[src/rtl/serial_adder_pkg.sv]
// Shared definitions for the bit-serial adder controller: FSM state
// encoding and the default operand width.
package serial_adder_pkg;

    typedef logic [1:0] sa_state_t;

    localparam sa_state_t ST_IDLE = 2'd0;
    localparam sa_state_t ST_RUN  = 2'd1;
    localparam sa_state_t ST_DONE = 2'd2;

    localparam int SA_WIDTH_DEFAULT = 8;

endpackage : serial_adder_pkg

[src/rtl/fulladder_using_decoder.sv]
// One-bit full adder built from a 3-to-8 one-hot decoder of {a,b,c}.
// sum is the OR of the odd-parity minterms, carry the OR of the
// minterms with two or more ones. The decoder lines are exported.
module fulladder_using_decoder (
    input  logic a,
    input  logic b,
    input  logic c,
    output logic sum,
    output logic carry,
    output logic y0,
    output logic y1,
    output logic y2,
    output logic y3,
    output logic y4,
    output logic y5,
    output logic y6,
    output logic y7
);

    logic [7:0] w_dec;

    // One-hot decode of the three input bits
    always_comb begin
        w_dec = 8'b0000_0001 << {a, b, c};
    end

    assign {y7, y6, y5, y4, y3, y2, y1, y0} = w_dec;

    assign sum   = w_dec[1] | w_dec[2] | w_dec[4] | w_dec[7];
    assign carry = w_dec[3] | w_dec[5] | w_dec[6] | w_dec[7];

endmodule : fulladder_using_decoder

[src/rtl/serial_adder_ctrl.sv]
// Bit-serial adder controller. Sequences one shared full-adder cell over
// WIDTH cycles, LSB first, and owns operand/result shift registers, the
// carry flop, the bit counter and the start/busy/done handshake.
// Optional feature: define SERIAL_ADDER_SUB_EN to add the sub port
// (two's-complement a_in - b_in; carry_out=1 means no borrow).
module serial_adder_ctrl
    import serial_adder_pkg::*;
#(
    parameter int WIDTH = SA_WIDTH_DEFAULT
) (
    input  logic             clk,
    input  logic             rst,
    input  logic             start,
    input  logic [WIDTH-1:0] a_in,
    input  logic [WIDTH-1:0] b_in,
`ifdef SERIAL_ADDER_SUB_EN
    input  logic             sub,
`endif
    output logic             busy,
    output logic             done,
    output logic [WIDTH-1:0] sum_out,
    output logic             carry_out
);

    localparam int              CNT_W    = $clog2(WIDTH);
    localparam logic [CNT_W-1:0] CNT_LAST = CNT_W'(WIDTH - 1);

    sa_state_t        r_state;
    logic [WIDTH-1:0] r_a_sr;
    logic [WIDTH-1:0] r_b_sr;
    logic [WIDTH-1:0] r_s_sr;
    logic             r_cy;
    logic [CNT_W-1:0] r_cnt;

    logic             w_fa_sum;
    logic             w_fa_carry;
    logic [WIDTH-1:0] w_load_b;
    logic             w_load_cy;

    // Subtraction is a + ~b + 1: invert B on load and seed the carry.
`ifdef SERIAL_ADDER_SUB_EN
    assign w_load_b  = sub ? ~b_in : b_in;
    assign w_load_cy = sub;
`else
    assign w_load_b  = b_in;
    assign w_load_cy = 1'b0;
`endif

    fulladder_using_decoder u_fa (
        .a     (r_a_sr[0]),
        .b     (r_b_sr[0]),
        .c     (r_cy),
        .sum   (w_fa_sum),
        .carry (w_fa_carry),
        .y0    (),
        .y1    (),
        .y2    (),
        .y3    (),
        .y4    (),
        .y5    (),
        .y6    (),
        .y7    ()
    );

    // FSM, shift registers, carry flop, bit counter and result registers
    always_ff @(posedge clk) begin
        if (rst) begin
            r_state   <= ST_IDLE;
            r_a_sr    <= '0;
            r_b_sr    <= '0;
            r_s_sr    <= '0;
            r_cy      <= 1'b0;
            r_cnt     <= '0;
            sum_out   <= '0;
            carry_out <= 1'b0;
        end else begin
            case (r_state)
                ST_IDLE: begin
                    if (start) begin
                        r_a_sr  <= a_in;
                        r_b_sr  <= w_load_b;
                        r_cy    <= w_load_cy;
                        r_cnt   <= '0;
                        r_state <= ST_RUN;
                    end
                end
                ST_RUN: begin
                    r_s_sr <= {w_fa_sum, r_s_sr[WIDTH-1:1]};
                    r_a_sr <= {1'b0, r_a_sr[WIDTH-1:1]};
                    r_b_sr <= {1'b0, r_b_sr[WIDTH-1:1]};
                    r_cy   <= w_fa_carry;
                    if (r_cnt == CNT_LAST) begin
                        // Counter holds on the last bit so it never wraps.
                        sum_out   <= {w_fa_sum, r_s_sr[WIDTH-1:1]};
                        carry_out <= w_fa_carry;
                        r_state   <= ST_DONE;
                    end else begin
                        r_cnt <= r_cnt + CNT_W'(1);
                    end
                end
                ST_DONE: begin
                    r_state <= ST_IDLE;
                end
                default: begin
                    r_state <= ST_IDLE;
                end
            endcase
        end
    end

    assign busy = (r_state == ST_RUN);
    assign done = (r_state == ST_DONE);

endmodule : serial_adder_ctrl

[config.mk]
export PLATFORM = sky130hd
export DESIGN_NAME = serial_adder_ctrl
export DESIGN_NICKNAME = d
export VERILOG_FILES = /design/src/rtl/serial_adder_pkg.sv /design/src/rtl/fulladder_using_decoder.sv /design/src/rtl/serial_adder_ctrl.sv
export SDC_FILE = /design/constraint.sdc
export NUM_CORES = 1
export LEC_CHECK = 0
export ABC_AREA = 1
export CAP_MARGIN = 20
export CELL_PAD_IN_SITES_DETAIL_PLACEMENT = 0
export CELL_PAD_IN_SITES_GLOBAL_PLACEMENT = 1
export CORE_MARGIN = 3
export CORE_UTILIZATION = 36
export DETAILED_ROUTE_END_ITERATION = 6
export PLACE_DENSITY_LB_ADDON = 0.1
export SYNTH_ARGS = -nofsm -noshare
export SYNTH_HDL_FRONTEND = slang
export SYNTH_HIERARCHICAL = 1
export SYNTH_SLANG_ARGS = --single-unit
[constraint.sdc]
create_clock -name clk -period 1.6 [get_ports clk]
set_clock_uncertainty 0.05 [all_clocks]
set_input_delay 0.4 -clock clk [delete_from_list [all_inputs] [get_ports clk]]
set_output_delay 0.4 -clock clk [all_outputs]
set_load 0.02 [all_outputs]
### Clock nets

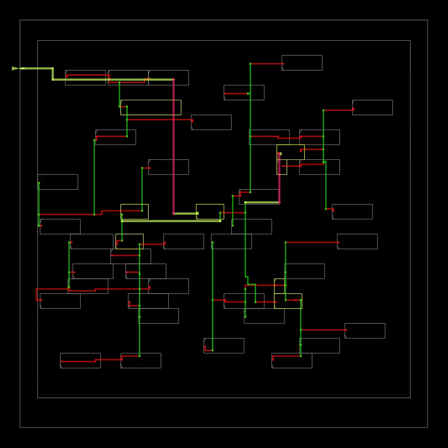
Seq cells: 38
clock sink count: 38
clock group power: 0.799 mW

==> qor.csv <==
metric;value;unit
P per Cell Area;968.7;nW/um^2
placer congestion estimate;0.7897;
Synthesized Nets;282;
Hold EP;sum_out[1];
most numerous logic cells after layout;nand2_1 (95), nor2_1 (58), dfxtp_1 (37);
DRC;0;
Placed Instances;342;
ANT nets after route;0;
highest-power group;sequential cells;
hold_buf cts;0;
Worst setup endpoint;busy;
Signal buffers;40;
Netlist Area Pre-Place;1688;um^2
endpoint class of the critical path;output port;
Flop pwr share;48.4;%
Detailed Routing Iterations Pass 1;4;
GR peak layer;met1;
slowest CP cell;dfxtp_1;
Core ar.;4444;um^2
# diodes;0;
hold path depth;2;
clk root buf;clkbuf_8;
global-route wire length before repair;6251;um
FMAX;650.9;MHz
worst hold path class;flop to flop;
Reg2Reg Depth;8;
vias post-DR;1532;
WL final;3741;um
Leakage;1.107;nW
Yosys warnings;6;
final worst setup slack;0.06378;ns
Biggest Area Class;multi-input combinational cells;
P_sw;0.5347;mW
final slew viol count;0;
met3 usage;3.243;%
clk_buf instances;5;
count of non-CTS inverters in the layout;26;
Setup TNS Final;0;ns
# IOs;30;
number of max-cap violations;0;
layout cells sized above 1;10.07;%
initial antenna violation count;0;
Hold WS;0.4203;ns
Buf/Inv on CP;2;
Worst-Margin Slew;0.2603;ns
post-layout util;49.58;%
WP data arrival;1.09;ns
largest net degree at the start of global routing;32;
GRT Resource Usage Total;14.52;%
Metal-1 WL;2048;um
Setup Buffers After CTS;0;
FF-to-FF setup slack;0.18;ns
biggest registers after layout;r_a_sr (8), r_b_sr (8), sum_out (8);
critical path class;flop to output port;
max incr delay on CP;0.36;ns
Die H;74.47;um
CTS buffer count;5;
switching part of the total;25.05;%
instance count on the critical path;3;
Die X;74.47;um
max_slew headroom;82.64;%
Worst-path clk slew;0.08;ns
final std cells w/o fill;350;
multi-input logic area;782.0;um^2
DR iter-0 viols;40;
Max FO, Critical Path;3;
Commonest Layout Cell;nand2_1;
RSZ-0062 raised after global routing;no;
Final Cycle Share;96.01;%
OpenROAD warning count;26;
routing usage on met2;20.39;%
sequential power;1.03;mW
Late-Pin Clk Latency;0.28;ns
met1 usage;21.57;%
Fin. Hold Viols;0;
hpwl dp;2525;um
status;complete, no violations;
PostCTS Resize Cnt;13;
Finished Cell Area;2203;um^2
Avg Cell Area, Syn;6.492;um^2
### Routed metal per tile

Drawn at 4 px/um. 15 x 15 tiles, from dark purple (low) to yellow (high), scaled to the fullest tile. Values are wire area over tile area, all layers added.
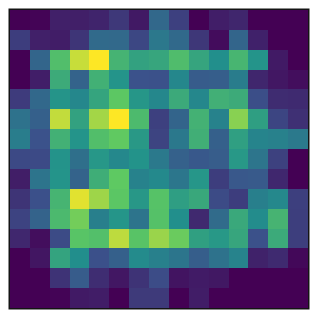
The fullest tile reaches 0.31. The mean over all tiles is 0.10. 13% of the tiles are nearly empty.

Power figures rest on the tool's default switching activity, not on a simulated workload.
